$ cat src/rtl/hvac_cmd_sequencer.sv
// Command sequencer feeding HVAC_Control: debounced power buttons, hysteretic
// temperature decisions and a minimum-dwell guard between mode commands.
module hvac_cmd_sequencer #(
    parameter int TEMP_W     = 8,
    parameter int DEB_CYCLES = 4,
    parameter int HYST       = 2,
    parameter int MIN_DWELL  = 8
) (
    input  logic              clk,
    input  logic              reset,
    input  logic              btn_on,
    input  logic              btn_off,
    input  logic              temp_valid,
    input  logic [TEMP_W-1:0] temp,
    input  logic [TEMP_W-1:0] setpoint,
    output logic              cmd_on,
    output logic              cmd_heat,
    output logic              cmd_cool,
    output logic              cmd_off,
    output logic [1:0]        mode
);

    localparam int CNT_W = (DEB_CYCLES < 2) ? 1 : $clog2(DEB_CYCLES);
    localparam int DW_W  = (MIN_DWELL < 1) ? 1 : $clog2(MIN_DWELL + 1);

    localparam int C_ON   = 0;
    localparam int C_HEAT = 1;
    localparam int C_COOL = 2;
    localparam int C_OFF  = 3;

    typedef enum logic [1:0] {
        ST_OFF  = 2'b00,
        ST_IDLE = 2'b01,
        ST_HEAT = 2'b10,
        ST_COOL = 2'b11
    } state_t;

    state_t            state_reg;
    state_t            state_next;
    logic [3:0]        cmd_reg;
    logic [3:0]        cmd_next;
    logic [DW_W-1:0]   dwell_reg;
    logic [TEMP_W-1:0] temp_q_reg;
    logic              have_temp_reg;

    logic [1:0]        btn_raw;
    logic [1:0]        btn_evt;
    logic              on_evt;
    logic              off_evt;

    assign btn_raw = {btn_off, btn_on};

    // Bit 0 is the power-on button, bit 1 the power-off button.
    genvar gi;
    generate
        for (gi = 0; gi < 2; gi++) begin : g_deb
            logic [CNT_W-1:0] cnt_reg;
            logic             lvl_reg;
            logic             evt_reg;

            always_ff @(posedge clk or negedge reset) begin
                if (!reset) begin
                    cnt_reg <= '0;
                    lvl_reg <= 1'b0;
                    evt_reg <= 1'b0;
                end else begin
                    evt_reg <= 1'b0;
                    if (btn_raw[gi] != lvl_reg) begin
                        if (cnt_reg == CNT_W'(DEB_CYCLES - 1)) begin
                            lvl_reg <= btn_raw[gi];
                            cnt_reg <= '0;
                            evt_reg <= btn_raw[gi];
                        end else begin
                            cnt_reg <= cnt_reg + CNT_W'(1);
                        end
                    end else begin
                        cnt_reg <= '0;
                    end
                end
            end

            assign btn_evt[gi] = evt_reg;
        end
    endgenerate

    assign on_evt  = btn_evt[0];
    assign off_evt = btn_evt[1];

    always_ff @(posedge clk or negedge reset) begin
        if (!reset) begin
            temp_q_reg    <= '0;
            have_temp_reg <= 1'b0;
        end else if (temp_valid) begin
            temp_q_reg    <= temp;
            have_temp_reg <= 1'b1;
        end
    end

    // One extra bit so temp_q + HYST and setpoint + HYST never wrap.
    logic [TEMP_W:0] temp_ext;
    logic [TEMP_W:0] sp_ext;
    logic [TEMP_W:0] hyst_ext;
    logic            cold;
    logic            hot;
    logic            dwell_zero;

    assign temp_ext   = {1'b0, temp_q_reg};
    assign sp_ext     = {1'b0, setpoint};
    assign hyst_ext   = (TEMP_W + 1)'(HYST);
    assign cold       = (temp_ext + hyst_ext) < sp_ext;
    assign hot        = temp_ext > (sp_ext + hyst_ext);
    assign dwell_zero = (dwell_reg == '0);

    always_comb begin
        state_next = state_reg;
        cmd_next   = '0;
        case (state_reg)
            ST_OFF: begin
                if (on_evt && !off_evt) begin
                    cmd_next[C_ON] = 1'b1;
                    state_next     = ST_IDLE;
                end
            end
            ST_IDLE: begin
                if (off_evt) begin
                    cmd_next[C_OFF] = 1'b1;
                    state_next      = ST_OFF;
                end else if (dwell_zero && have_temp_reg) begin
                    if (cold) begin
                        cmd_next[C_HEAT] = 1'b1;
                        state_next       = ST_HEAT;
                    end else if (hot) begin
                        cmd_next[C_COOL] = 1'b1;
                        state_next       = ST_COOL;
                    end
                end
            end
            ST_HEAT: begin
                if (off_evt) begin
                    cmd_next[C_OFF] = 1'b1;
                    state_next      = ST_OFF;
                end else if (dwell_zero && hot) begin
                    cmd_next[C_COOL] = 1'b1;
                    state_next       = ST_COOL;
                end
            end
            ST_COOL: begin
                if (off_evt) begin
                    cmd_next[C_OFF] = 1'b1;
                    state_next      = ST_OFF;
                end else if (dwell_zero && cold) begin
                    cmd_next[C_HEAT] = 1'b1;
                    state_next       = ST_HEAT;
                end
            end
        endcase
    end

    // Any issued command restarts the dwell window, including cmd_on/cmd_off.
    always_ff @(posedge clk or negedge reset) begin
        if (!reset) begin
            state_reg <= ST_OFF;
            cmd_reg   <= '0;
            dwell_reg <= '0;
        end else begin
            state_reg <= state_next;
            cmd_reg   <= cmd_next;
            if (|cmd_next) begin
                dwell_reg <= DW_W'(MIN_DWELL);
            end else if (!dwell_zero) begin
                dwell_reg <= dwell_reg - DW_W'(1);
            end
        end
    end

    assign cmd_on   = cmd_reg[C_ON];
    assign cmd_heat = cmd_reg[C_HEAT];
    assign cmd_cool = cmd_reg[C_COOL];
    assign cmd_off  = cmd_reg[C_OFF];
    assign mode     = state_reg;

endmodule

$ cat config.mk
export PLATFORM = sky130hd
export DESIGN_NAME = hvac_cmd_sequencer
export DESIGN_NICKNAME = d
export VERILOG_FILES = /design/src/rtl/hvac_cmd_sequencer.sv
export SDC_FILE = /design/constraint.sdc
export NUM_CORES = 1
export LEC_CHECK = 0
export CAP_MARGIN = 30
export CORE_UTILIZATION = 40
export DETAILED_ROUTE_END_ITERATION = 16
export PLACE_DENSITY = 0.7
export SKIP_CTS_REPAIR_TIMING = 1
export SYNTH_ARGS = -nofsm -noshare
export SYNTH_HDL_FRONTEND = slang
export SYNTH_SLANG_ARGS = --single-unit
$ cat constraint.sdc
create_clock -name clk -period 2.6 [get_ports clk]
set_input_delay 0.52 -clock clk [delete_from_list [all_inputs] [get_ports clk]]
set_output_delay 0.52 -clock clk [all_outputs]
set_load 0.02 [all_outputs]
Figure 1. Clock network drawn from the DEF.
The bar under the picture is 20 um long.
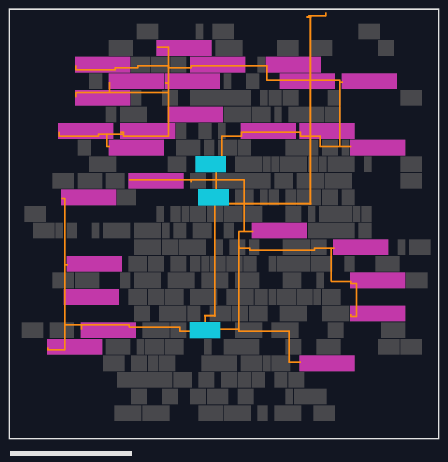
flip-flops: shown in magenta, count 27. clock-net drivers: shown in cyan, count 3. clock wires: shown in orange, length 387 um.
There are 4 routed clock nets.

==> results.ini <==
[sta]
holdWs_ps = 442
tightest_slew_ps = 473
fin_setup_tns_ps = -53.9
timing.fmax_mhz = 377
fin_worst_skew_ps = 3.89
rsz0062_at_grt = true
period_needed_ps = 2650
final_max_slew_viol_count = 0
slew_headroom = 0.684
timing.final.ws_setup_ps = -53.9
final-hold-violation-count = 0
setup_viol = 1

[setup_path]
rr_startpoint = temp_q_reg[1]
worstPathMaxFanout = 2
cp.arrival_ps = 2830
cp.required_ps = 2770
worstSetupPathType = input port to register
end_kind = register
startpoint_type = input port

[logic_synthesis]
ys_seq_frac = 0.364
ys_cells = 174
synth_area_um2 = 1860
synth-edff-count = 0
synth_cell_type_count = 47
yosysTopAreaCell = dfrtp_1
flop_cell = dfrtp_1
synthTopCellsByArea = dfrtp_1 36%, ha_1 17%, xnor2_1 5.7%
yosysTopAreaCellShare = 0.364
syn-num-nets = 220
ys_ff = 27
synth_cells = 174
yosys_area_um2 = 1860

[die]
fp.dieArea_um2 = 4920
fp-utilization = 0.421
row_count = 24
core_area_um2 = 4410
die_w_um = 70.2

[run_status]
status = complete, but fails checks
violations = setup timing

[clocking]
cts_max_path_buffers = 2
clkLatencyLatePin_ps = 280
cts_made_buffers = 3
cts_tree = done
cts.sinks = 27
cts_root_buf = clkbuf_8
cts.clk_slew.worst_paths_ps = 100

[routing]
totalWireLength_um = 3720
firstDrtPassIters = 4
drcViolationCount = 0
avgViaCountPerCell = 5.15
antenna_left = 0
detail_route.wl_per_cell_um = 13.4
vias = 1427
drt_iter0_markers = 78

[final_layout]
design_area_um2 = 2470
logic_area_um2 = 1150
fin_nets = 272
flop_area_um2 = 676
nFillCells = 385
synthToLayoutAreaGrowth_pct = 33.1
drive_gt1_frac = 0.284
fin_cells = 277

[grt]
grtUsageTotal = 0.163
grt_max_degree = 28
grt_pass1_vias = 1470
gr-total-overflow = 0
antenna_found_initial = 0

[power_and_ir_drop]
power_density_nw_per_um2 = 733
p_leak_nw = 1.19
ir_drop_uv = 354

[min_path]
hp-class = register to register
min_from = g_deb[0].cnt_reg[0]

[place]
place_hpwl_um = 2900
place.gp.congestion = 0.855
placed_area_um2 = 2350
port-buffer-count = 26
post-place-cells = 272

[run]
warning_count = 33
cap_viol_max_count = 0

Figure 2. Sequential cells colored by netlist name.
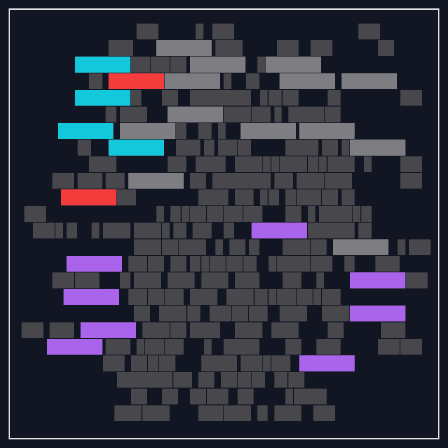
`g_deb.lvl_reg`: shown in red, placed flops 2. `temp_q_reg`: shown in purple, placed flops 8. `g_deb.cnt_reg`: shown in cyan, placed flops 4, where top left.
Another 13 sequential cells are not colored.

## cells in the final DEF (no fill, tap or decap), types with 5 or more instances in the layout
| cell type | synthesis | layout |
|---|---|---|
| dfrtp_1 | 27 | 27 |
| buf_4 | 0 | 25 |
| ha_1 | 25 | 24 |
| clkdlybuf4s50_1 | 0 | 19 |
| xnor2_1 | 12 | 11 |
| inv_1 | 16 | 11 |
| nand2_1 | 9 | 9 |
| nor2_1 | 8 | 8 |
| mux2_2 | 8 | 8 |
| a21oi_1 | 6 | 6 |
| nor3_1 | 6 | 5 |
## power by group
group | total (mW) | switching [mW] | internal, mW
Clock | 0.256 | 0.147 | 0.109
Combinational | 0.934 | 0.427 | 0.508
Sequential | 0.622 | 0.0909 | 0.531
Total | 1.81 | 0.665 | 1.15
## area by class of cell
type / count / area share
multi-input combinational: 127 / 0.467
sequential: 27 / 0.273
clock buffer: 3 / 0.0167
tap: 52 / 0.0263
inverter: 17 / 0.0303
timing repair buffer: 50 / 0.184
clock inverter: 1 / 0.00303
## cells by family after synthesis
group,share of synthesized area
and+or+nand+nor,0.154
AOI/OAI and AO/OA,0.141
DFF,0.364
adders and majority gates,0.168
buffers and inverters,0.0505
xor gates and xnor gates,0.0660
muxes,0.0566
## per-layer routing
layer | wire length, um | track usage | share of wire
met2 | 1700 | 0.267 | 0.46
met3 | 65 | 0.0202 | 0.017
met1 | 1900 | 0.222 | 0.51
met5 | 0 | 0 | 0
met4 | 50 | 0.0556 | 0.013
## stage by stage
stage                      util  setup slack [ps]
after floorplan               -             -46.0
after global placement    0.531              -699
after detailed placement  0.531              -735
after CTS                 0.543              -443
after global routing      0.560              -129
final                     0.560             -53.9
## cell usage after synthesis, types with 2 or more instances
cell,n
inv_1,16
nor2b_1,3
o21ai_0,2
and2_4,2
xnor2_1,12
nor4_1,2
a2bb2oi_1,2
nor3_1,6
a21oi_1,6
and3b_1,2
nand3_1,5
a21o_1,4
nand2_1,9
xor2_1,2
nand4_1,2
nand2b_1,2
and3_1,3
nor2_1,8
mux2_2,8
dfrtp_1,27
ha_1,25
## worst paths after layout
path	slack, ps	depth (start not counted)	to
max reg2reg	100	9	mode[1]
min reg2reg	440	1	g_deb[0].cnt_reg[0]
min in group asynchronous	600	2	cmd_reg[1]
max	-50	12	mode[1]
min	440	1	g_deb[0].cnt_reg[0]
max in group asynchronous	1750	2	temp_q_reg[4]
## critical path, stage by stage
cell      delay [ps]
buf_8             80
inv_4             30
nor3_4           200
nand3_2          120
xnor2_2          150
ha_1             310
a21o_1           180
a221o_1          320
a21o_1           170
and2_4           150
o311ai_4         280
mux2_4           320
Power and IR drop assume default switching activity.
